**src/rtl/register_file_sequencer_pkg.sv**
```systemverilog
// Shared types for the register-file command sequencer: opcodes, FSM states
// and default datapath widths.
package register_file_sequencer_pkg;

  localparam int DEF_DATA_W = 4;
  localparam int DEF_ADDR_W = 2;

  typedef enum logic [2:0] {
    OP_ADD = 3'b000,
    OP_SUB = 3'b001,
    OP_AND = 3'b010,
    OP_OR  = 3'b011,
    OP_XOR = 3'b100,
    OP_MOV = 3'b101,
    OP_LDI = 3'b110,
    OP_CMP = 3'b111
  } op_e;

  typedef enum logic [1:0] {
    S_IDLE  = 2'd0,
    S_READ  = 2'd1,
    S_EXEC  = 2'd2,
    S_WRITE = 2'd3
  } state_e;

endpackage

```
**src/rtl/register_file_sequencer_alu_4.sv**
```systemverilog
// Combinational ALU used in the EXEC step: result, carry/no-borrow and zero.
module alu_4
  import register_file_sequencer_pkg::*;
#(
  parameter int DATA_W = DEF_DATA_W
) (
  input  logic [DATA_W-1:0] a,
  input  logic [DATA_W-1:0] b,
  input  logic [DATA_W-1:0] imm,
  input  op_e               op,
  output logic [DATA_W-1:0] result,
  output logic              carry,
  output logic              zero
);

  localparam logic [DATA_W:0] ONE = (DATA_W+1)'(1);

  logic [DATA_W:0] sum;

  always_comb begin
    sum    = '0;
    result = '0;
    carry  = 1'b0;
    case (op)
      OP_ADD: begin
        sum    = {1'b0, a} + {1'b0, b};
        result = sum[DATA_W-1:0];
        carry  = sum[DATA_W];
      end
      // Two's-complement subtract: carry out is the unsigned "no borrow" flag.
      OP_SUB, OP_CMP: begin
        sum    = {1'b0, a} + {1'b0, ~b} + ONE;
        result = sum[DATA_W-1:0];
        carry  = sum[DATA_W];
      end
      OP_AND:  result = a & b;
      OP_OR:   result = a | b;
      OP_XOR:  result = a ^ b;
      OP_MOV:  result = a;
      OP_LDI:  result = imm;
      default: result = '0;
    endcase
  end

  assign zero = (result == '0);

endmodule

```
**src/rtl/register_file_sequencer.sv**
```systemverilog
// Four-step command sequencer (IDLE/READ/EXEC/WRITE) driving a register file:
// reads two sources, runs the ALU, writes the result back.
module register_file_sequencer
  import register_file_sequencer_pkg::*;
#(
  parameter int DATA_W = DEF_DATA_W,
  parameter int ADDR_W = DEF_ADDR_W
) (
  input  logic              i_clk,
  input  logic              i_reset,
  input  logic              i_cmd_valid,
  output logic              o_cmd_ready,
  input  logic [2:0]        i_cmd_op,
  input  logic [ADDR_W-1:0] i_cmd_rs0,
  input  logic [ADDR_W-1:0] i_cmd_rs1,
  input  logic [ADDR_W-1:0] i_cmd_rd,
  input  logic [DATA_W-1:0] i_cmd_imm,
  output logic [ADDR_W-1:0] o_reg_read_0,
  output logic [ADDR_W-1:0] o_reg_read_1,
  input  logic [DATA_W-1:0] i_port_read_0,
  input  logic [DATA_W-1:0] i_port_read_1,
  output logic [ADDR_W-1:0] o_reg_write,
  output logic [DATA_W-1:0] o_port_write,
  output logic              o_write_enable,
  output logic [DATA_W-1:0] o_result,
  output logic              o_carry,
  output logic              o_zero,
  output logic              o_done
);

  state_e            state_q, state_d;
  op_e               op_q, op_d;
  logic [ADDR_W-1:0] rs0_q, rs0_d, rs1_q, rs1_d, rd_q, rd_d;
  logic [DATA_W-1:0] imm_q, imm_d, opa_q, opa_d, opb_q, opb_d;
  logic [DATA_W-1:0] result_q, result_d;
  logic              carry_q, carry_d, zero_q, zero_d;

  logic [DATA_W-1:0] alu_result;
  logic              alu_carry, alu_zero;

  alu_4 #(.DATA_W(DATA_W)) u_alu (
    .a      (opa_q),
    .b      (opb_q),
    .imm    (imm_q),
    .op     (op_q),
    .result (alu_result),
    .carry  (alu_carry),
    .zero   (alu_zero)
  );

  always_comb begin
    state_d  = state_q;
    op_d     = op_q;
    rs0_d    = rs0_q;
    rs1_d    = rs1_q;
    rd_d     = rd_q;
    imm_d    = imm_q;
    opa_d    = opa_q;
    opb_d    = opb_q;
    result_d = result_q;
    carry_d  = carry_q;
    zero_d   = zero_q;
    case (state_q)
      S_IDLE: begin
        if (i_cmd_valid) begin
          op_d    = op_e'(i_cmd_op);
          rs0_d   = i_cmd_rs0;
          rs1_d   = i_cmd_rs1;
          rd_d    = i_cmd_rd;
          imm_d   = i_cmd_imm;
          state_d = S_READ;
        end
      end
      S_READ: begin
        opa_d   = i_port_read_0;
        opb_d   = i_port_read_1;
        state_d = S_EXEC;
      end
      S_EXEC: begin
        result_d = alu_result;
        carry_d  = alu_carry;
        zero_d   = alu_zero;
        state_d  = S_WRITE;
      end
      S_WRITE: state_d = S_IDLE;
      default: state_d = S_IDLE;
    endcase
  end

  always_ff @(posedge i_clk) begin
    if (i_reset) begin
      state_q  <= S_IDLE;
      op_q     <= OP_ADD;
      rs0_q    <= '0;
      rs1_q    <= '0;
      rd_q     <= '0;
      imm_q    <= '0;
      opa_q    <= '0;
      opb_q    <= '0;
      result_q <= '0;
      carry_q  <= 1'b0;
      zero_q   <= 1'b0;
    end else begin
      state_q  <= state_d;
      op_q     <= op_d;
      rs0_q    <= rs0_d;
      rs1_q    <= rs1_d;
      rd_q     <= rd_d;
      imm_q    <= imm_d;
      opa_q    <= opa_d;
      opb_q    <= opb_d;
      result_q <= result_d;
      carry_q  <= carry_d;
      zero_q   <= zero_d;
    end
  end

  // Reset is combinationally folded in so a reset during WRITE kills that write.
  assign o_cmd_ready    = (state_q == S_IDLE);
  assign o_write_enable = (state_q == S_WRITE) && (op_q != OP_CMP) && !i_reset;
  assign o_done         = (state_q == S_WRITE) && !i_reset;
  assign o_reg_read_0   = rs0_q;
  assign o_reg_read_1   = rs1_q;
  assign o_reg_write    = rd_q;
  assign o_port_write   = result_q;
  assign o_result       = result_q;
  assign o_carry        = carry_q;
  assign o_zero         = zero_q;

endmodule

```
**config.mk**
```make
export PLATFORM = sky130hd
export DESIGN_NAME = register_file_sequencer
export DESIGN_NICKNAME = d
export VERILOG_FILES = /design/src/rtl/register_file_sequencer_pkg.sv /design/src/rtl/register_file_sequencer_alu_4.sv /design/src/rtl/register_file_sequencer.sv
export SDC_FILE = /design/constraint.sdc
export NUM_CORES = 1
export LEC_CHECK = 0
export CORE_UTILIZATION = 46
export CTS_BUF_LIST = sky130_fd_sc_hd__clkbuf_8
export CTS_CLUSTER_DIAMETER = 60
export DETAILED_ROUTE_END_ITERATION = 12
export PLACE_DENSITY = 0.74
export SYNTH_ARGS = -nofsm -noshare
export SYNTH_HDL_FRONTEND = slang
export SYNTH_SLANG_ARGS = --single-unit
```
**constraint.sdc**
```tcl
create_clock -name i_clk -period 2.21 [get_ports i_clk]
set_input_delay 0.221 -clock i_clk [delete_from_list [all_inputs] [get_ports i_clk]]
set_output_delay 0.221 -clock i_clk [all_outputs]
set_load 0.005 [all_outputs]
```
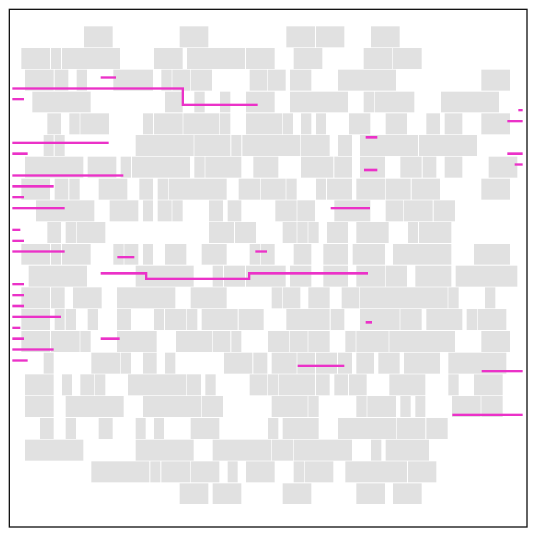
run_1/layer_met3.png
(8 px per um)
The longest straight run is 21.2 um. 30 nets have wire on it. The layer carries 170 um of wire. The layer holds 4.4% of the routed length. The wires run mostly horizontal.

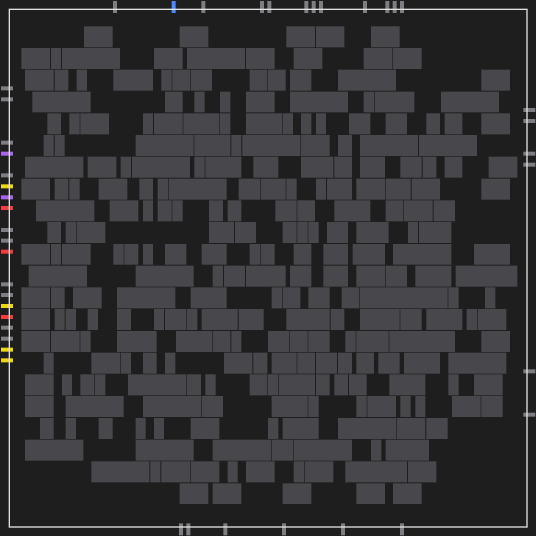
run_1/io_placement.png
(8 px per um) Pins as bars across the die edge, other pins in gray.
Key: `i_cmd_rd` = purple [pins 2, direction input, edge left]; `i_cmd_op` = red [pins 3, direction input, edge left]; `i_cmd_valid` = blue [pins 1, direction input, edge top]; `i_cmd_imm` = yellow [pins 4, direction input, edge left]
All pins by edge: 19 left, 12 top, 6 bottom, 6 right.

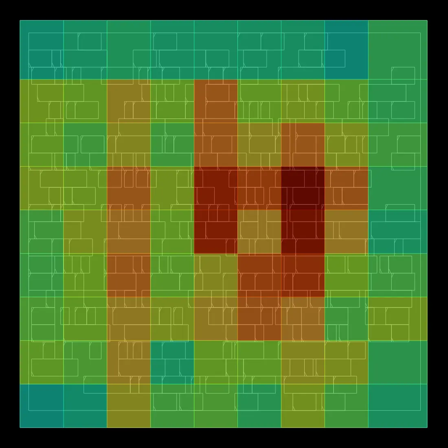
run_1/congestion.png
GR Layer Usage met2: 37.1%
Total Routing Usage GR: 20.9%
Global Route met1 Usage: 23.0%
met3 usage in global routing: 5.46%
DR WL/cell: 12.4 um

==> run 1: critical path, delay by kind of cell, from the launching register on <==
kind | cells | cell delay, ns
flip-flops | 1 | 0.31
AND-OR/OR-AND | 3 | 0.50
adder cells (fa/ha/maj) | 2 | 0.63
buffers and inverters | 2 | 0.13
AND/OR/NAND/NOR | 1 | 0.20
multiplexers | 1 | 0.27
==> run 1: stage by stage <==
step,power [mW],cells,hold slack [ns],cell area (sq um)
2_1_floorplan,1.64,215,0.357,1800
3_3_place_gp,2.05,301,0.442,2280
3_5_place_dp,2.07,301,0.448,2280
4_1_cts,2.62,309,0.455,2400
5_1_grt,2.83,309,0.480,2410
6_report,2.61,309,0.454,2410
==> run 1: where the power goes <==
| group | switching (mW) | internal, mW | total, mW |
|---|---|---|---|
| Clock | 0.202 | 0.327 | 0.528 |
| Sequential | 0.108 | 0.655 | 0.764 |
| Combinational | 0.627 | 0.690 | 1.32 |
==> run 1: how the worst min path moves through the flow <==
stage / cells past startpoint / slack [ns] / to
after detailed placement: 2 / 0.45 / o_reg_write[1]$_SDFFE_PP0P_
after floorplan: 2 / 0.36 / imm_q[1]$_SDFFE_PP0P_
after global routing: 2 / 0.48 / o_reg_write[1]$_SDFFE_PP0P_
after CTS: 2 / 0.46 / o_reg_write[1]$_SDFFE_PP0P_
after global placement: 2 / 0.44 / o_reg_write[0]$_SDFFE_PP0P_
final: 2 / 0.45 / o_reg_write[1]$_SDFFE_PP0P_
==> run 1: placed cells by master (no fill, tap or decap), types with 2 or more instances in the layout <==
cell	instances
a211oi_1	4
a21oi_1	20
and2_1	2
buf_4	12
clkbuf_8	5
clkdlybuf4s50_1	42
dfxtp_1	27
dfxtp_2	2
ha_1	15
inv_1	17
mux2_2	3
mux2i_1	11
nand2_1	30
nand2b_1	8
nand3_1	2
nor2_1	17
nor2b_1	2
nor3b_1	3
o21ai_0	3
o221ai_1	4
o22ai_1	4
or2b_1	2
==> run 1: registers in the layout, summed over array words and instances, names as in the netlist <==
signal and cells:
o_port_write 4, o_carry 1, o_reg_write 2, o_zero 1, opa_q 4, o_reg_read_1 2, state_q 2, opb_q 4
o_reg_read_0 2, op_q 3, imm_q 4
==> run 1: cell usage after synthesis (all sizes together) (2+ instances only) <==
master | instances | area [sq um]
clkbuf | 6 | 22.5
fa | 2 | 40.0
and2 | 2 | 12.5
nand2 | 30 | 113
nor2b | 2 | 12.5
dfxtp | 29 | 581
a211oi | 5 | 42.5
a21oi | 20 | 100
inv | 17 | 63.8
or2b | 2 | 15.0
nor3b | 3 | 22.5
mux2i | 11 | 110
o22ai | 4 | 25.0
a311oi | 2 | 17.5
o221ai | 4 | 35.0
mux2 | 3 | 33.8
buf | 9 | 56.3
nand3 | 2 | 10.0
ha | 16 | 200
nand2b | 8 | 50.1
o21ai | 3 | 15.0
nor2 | 17 | 63.8
==> run 1: logic make-up after synthesis <==
group	synth area share (%)
AND/OR/NAND/NOR	20.0
flip-flops	32.3
multiplexers	8.00
XOR/XNOR	0.974
buffers and inverters	7.93
adder cells (fa/ha/maj)	13.4
AND-OR/OR-AND	17.5
==> deck_impl_summary.md, run 1 <==
Implementation Results

Outcome
  – Status: finished, final reports clean

Final timing
  – Endpoints failing setup: 0
  – Final period utilization: 95.2%
  – Final setup skew: 0.00729 ns
  – Final WS setup: 0.106 ns
  – Fin Setup TNS: 0 ns
  – Max-slew violation count: 0
  – Fin crit period: 2.10 ns
  – Unrepaired setup endpoints after global routing: no
  – Headroom to the max-slew limit: 64.8%
  – Slew of the pin with the lowest slew margin: 0.527 ns
  – Fmax: 0.475 GHz
  – Final Hold Fails: 0

CTS
  – Clock buffer depth: 2
  – Clk slew on worst S/H paths: 0.06 ns
  – CTS sink cnt: 29
  – Clock root cell: clkbuf_8
  – CTS buffer count: 5
  – CTS hold repair buffers: 0
  – Clk ins delay skew pair: 0.29 ns
  – CTS tree: yes
  – CTS resizes: 2
  – Postcts setup bufs: 1
  – H-tree Lvls: 2

Setup path
  – FF-to-FF End: o_zero$_SDFFE_PP0P_
  – CP startpoint: opa_q[0]$_SDFFE_PP0N_
  – Worst setup SP type: flip-flop
  – Critical path data arrival time: 2.33 ns
  – CP dominant cell by count: inv_1
  – Largest stage delay on the critical path: 0.44 ns
  – Cells on worst reg2reg path: 9
  – Worst-path maximum fanout: 2
  – Worst Setup EP: o_zero$_SDFFE_PP0P_
  – Worst endpoint required time: 2.44 ns
  – Worst Setup End Kind: flip-flop
  – Worst path cell trace: inv_1 -> ha_2 -> inv_1 -> fa_1 -> mux2_2 -> a311o_1 -> o22ai_1 -> and4b_1 -> a31o_1
  – Reg-to-Reg Start: opa_q[0]$_SDFFE_PP0N_
  – WS Path Type: flip-flop to flip-flop
  – Slowest cell on the critical path: fa_1
  – Reg2Reg Setup Slack: 0.11 ns

Logic synthesis
  – YS warnings: 0
  – Yosys reg bits: 29
  – Chip Area, Yosys: 1800 sq um
  – FFs w/ async S/R, synth: 0%
  – # Cells Yosys: 215
  – Floorplan net count: 257
  – Top FF cell, synth: dfxtp_1
  – Unique masters post-synth: 43
  – Gate Count Post-Synth: 215
  – Syn_area_per_cell: 8.37 sq um
  – Mapped cell area: 1800 sq um
  – EDFF count, synth: 0
  – Synth Seq Share: 32.3%

Layout
  – NonClk Buf Share: 21.2%
  – Fin util: 64.8%
  – Logic area: 1090 sq um
  – Top class by area: logic gates
  – Mi-comb count: 154
  – Fraction of layout cells with a size suffix above 1: 12.3%
  – Clk cell area share: 4.31%
  – Clkbuf count: 5
  – Area delta synth->final: 33.9%
  – Non-clk bufs: 54
  – ANT cells: 0
  – Final #Nets: 303
  – Flop share of the area: 24.2%
  – Inverters excl. clock: 17
  – Number of fill cells: 348
  – Seq_cells: 29
  – Flip-flop and latch area: 583 sq um
  – Comb area share: 45.1%

Die
  – Floorplan core density: 48.4%
  – Die Span Y: 64.5 um
  – Site Rows: 22
  – Chip Width: 64.5 um
  – Total core area: 3720 sq um
  – # Taps: 48
  – Io pins: 43
  – Chip area: 4170 sq um

Routing
  – Met3 WL post-DR: 169 um
  – Top Layer Used: met4
  – Wire length on met1: 1780 um
  – Via/cell ratio: 5.16
  – DRT iter0 DRCs: 55
  – Routed wl met2: 1800 um
  – DRC violations left: 0
  – Via count: 1,595
  – DRT Pass-1 Iters: 4
  – Total routed wirelength: 3820 um
  – Antenna viol nets, final: 0

Place
  – GP Congestion: 0.843
  – Port Buffer Count: 42
  – Worst slack, placed: -0.00907 ns
  – DP Wirelength: 2800 um

GRT
  – GRT Residual Overflow: 0
  – Largest net degree at the start of global routing: 31
  – Grt peak-use layer: met2
  – Vias in the first global route: 1,571
  – Initial antenna violation count: 0
  – Global-route wire length before repair: 6680 um

Min path
  – HP Class: flip-flop to flip-flop
  – Worst Min Path Start: o_reg_write[1]$_SDFFE_PP0P_

Flow run
  – Max cap viols: 0
  – OpenROAD warnings: 37

Power
  – Pwr Density: 1080 nW/um^2
  – VDD IR max: 0.000534 V
  – Leakage: 0.944 nW
--- run 2 (diff from run 1) ---
CTS_CLUSTER_DIAMETER = not set   (was 60)
==> run 2 against run 1 <==
  * Sequential share of layout area did not move
  * Highest routed layer unchanged
  * Flip-flop count unchanged
  * First-iteration DRC count unchanged
==> deck_impl_summary.md, run 2 <==
Implementation Results

Final timing
  – WHS: 0.454 ns (unchanged)
  – Fin Setup TNS: 0 ns (unchanged)
  – Final Hold Fails: 0 (unchanged)
  – Slew of the pin with the lowest slew margin: 0.527 ns (unchanged)
  – Final period utilization: 95.2% (unchanged)

Setup path
  – Worst Setup End Kind: flip-flop
  – WS Path Type: flip-flop to flip-flop
  – Worst-path maximum fanout: 2 (unchanged)
  – Critical path data arrival time: 2.33 ns (about the same)
  – Reg2Reg Setup Slack: 0.11 ns (about the same)
  – Worst setup SP type: flip-flop
  – Worst endpoint required time: 2.44 ns (about the same)

Layout
  – Logic area: 1090 sq um (unchanged)
  – Final #Nets: 303 (unchanged)
  – Number of fill cells: 348 (unchanged)
  – Flip-flop and latch area: 583 sq um (unchanged)
  – Top cells excl fill/tap: clkdlybuf4s50_1, nand2_1, dfxtp_1, a21oi_1
  – ANT cells: 0 (unchanged)

GRT
  – Vias in the first global route: 1,571 (unchanged)
  – GRT Residual Overflow: 0 (unchanged)
  – Initial antenna violation count: 0 (unchanged)
  – Largest net degree at the start of global routing: 31 (unchanged)
  – Global-route wire length before repair: 6680 um (unchanged)
  – Total Routing Usage GR: 20.9% (unchanged)

Die
  – Floorplan core density: 48.4% (unchanged)
  – Io pins: 43 (unchanged)
  – Site Rows: 22 (unchanged)
  – Chip area: 4170 sq um (unchanged)
  – Total core area: 3720 sq um (unchanged)

Logic synthesis
  – Gate Count Post-Synth: 215 (unchanged)
  – Syn_area_per_cell: 8.37 sq um (unchanged)
  – Top FF cell, synth: dfxtp_1
  – Synth area leaders: dfxtp_1, ha_1, nand2_1, mux2i_1, a21oi_1
  – Post-synth top area cell: dfxtp_1
  – Unique masters post-synth: 43 (unchanged)
  – EDFF count, synth: 0 (unchanged)
  – Synth Seq Share: 32.3% (unchanged)
  – Yosys reg bits: 29 (unchanged)
  – Top cells by count: nand2_1, dfxtp_1, a21oi_1, inv_1, nor2_1

Routing
  – DRT iter0 DRCs: 55 (unchanged)
  – Via/cell ratio: 5.16 (unchanged)
  – Antenna viol nets, final: 0 (unchanged)
  – DRT Pass-1 Iters: 4 (unchanged)

Place
  – Port Buffer Count: 42 (unchanged)
  – GP Congestion: 0.843 (unchanged)
  – Worst slack, placed: -0.00907 ns (unchanged)
  – DP Wirelength: 2800 um (unchanged)

CTS
  – H-tree Lvls: 2 (unchanged)
  – CTS buffer count: 5 (unchanged)
  – CTS sink cnt: 29 (unchanged)
  – CTS tree: yes
  – Clk slew on worst S/H paths: 0.06 ns (about the same)
  – Clock buffer depth: 2 (unchanged)
  – CTS hold repair buffers: 0 (unchanged)

Power
  – Seq pwr share: 29.3% (about the same)
  – Clock power share: 20.3% (about the same)
  – Pwr Density: 1080 nW/um^2 (unchanged)
  – Combinational Power Share: 50.5% (about the same)

Min path
  – HP Class: flip-flop to flip-flop

Flow run
  – OpenROAD warnings: 37 (unchanged)

Outcome
  – Status: finished, final reports clean
## run 2: cell counts after synthesis
Identical to the previous run, type by type.
## run 2: path summary, 6_finish.rpt
check	start	endpoint	cells after the start
worst max-delay path	opa_q[0]$_SDFFE_PP0N_	o_zero$_SDFFE_PP0P_	9
worst min-delay path	o_reg_write[1]$_SDFFE_PP0P_	o_reg_write[1]$_SDFFE_PP0P_	2
worst max register to register	opa_q[0]$_SDFFE_PP0N_	o_zero$_SDFFE_PP0P_	9
worst min register to register	o_reg_write[1]$_SDFFE_PP0P_	o_reg_write[1]$_SDFFE_PP0P_	2
## run 2: what timing repair did
| item | 4_1_cts | 5_1_grt |
|---|---|---|
| setup buffers | 1 | 0 |
| pin swaps | 1 | 2 |
| resized | 2 | 3 |
| endpoints found under the setup margin | 1 | 4 |
## run 2: layer usage
metal	vias up	GRT usage (%)	part of all wire [%]
met4	0	10.0	1.9
met5	-	0	0
met1	730	23.0	46
li1	819	-	-
met2	38	37.1	47
met3	8	5.46	4.4
## run 2: stage by stage
stage	power, mW	cell area, sq um	std cells
2_1_floorplan	1.64	1800	215
3_3_place_gp	2.05	2280	301
3_5_place_dp	2.07	2280	301
4_1_cts	2.62	2400	309
5_1_grt	2.83	2410	309
6_report	2.61	2410	309
## run 2: power groups by stage
stage | Clock (mW) | Sequential (mW) | Combinational, mW
4_1_cts | 0.542 | 0.765 | 1.31
3_3_place_gp | 0 | 0.769 | 1.28
5_1_grt | 0.563 | 0.787 | 1.48
2_1_floorplan | 0 | 0.760 | 0.884
3_5_place_dp | 0 | 0.775 | 1.30
6_report | 0.528 | 0.764 | 1.32
## run 2: cell type report
| cell class | instances | share of cell area (%) |
|---|---|---|
| Multi-Input combinational cell | 154 | 45.1 |
| Sequential cell | 29 | 24.2 |
| Timing Repair Buffer | 54 | 21.2 |
| Clock buffer | 5 | 2.86 |
| Inverter | 17 | 2.65 |
| Tap cell | 48 | 2.49 |
| Clock inverter | 2 | 1.45 |
## run 2: cells by family after synthesis
kind of cell,count (synthesis),synth area share [%]
AOI/OAI and AO/OA,47,17.5
xor gates and xnor gates,2,0.974
adders and majority gates,18,13.4
buffers and inverters,32,7.93
DFF,29,32.3
muxes,14,8.00
and+or+nand+nor,73,20.0
## run 2: worst max-delay path, stage by stage, from the launching register on
cell and delay [ns]:
dfxtp_1 0.31, inv_1 0.08, ha_2 0.19, inv_1 0.05
fa_1 0.44, mux2_2 0.27, a311o_1 0.27, o22ai_1 0.10
and4b_1 0.20, a31o_1 0.13
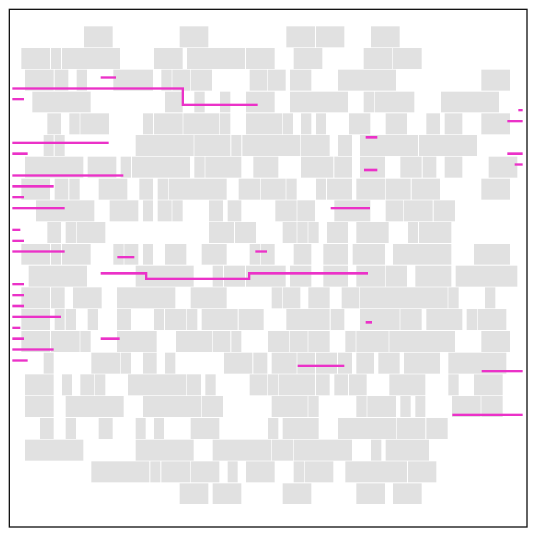
run_2/layer_met3.png
(8 px per um)
30 nets have wire on it. The wires run mostly horizontal. The longest straight run is 21.2 um.

No activity file was given, so power comes from the tool's default toggle rates.
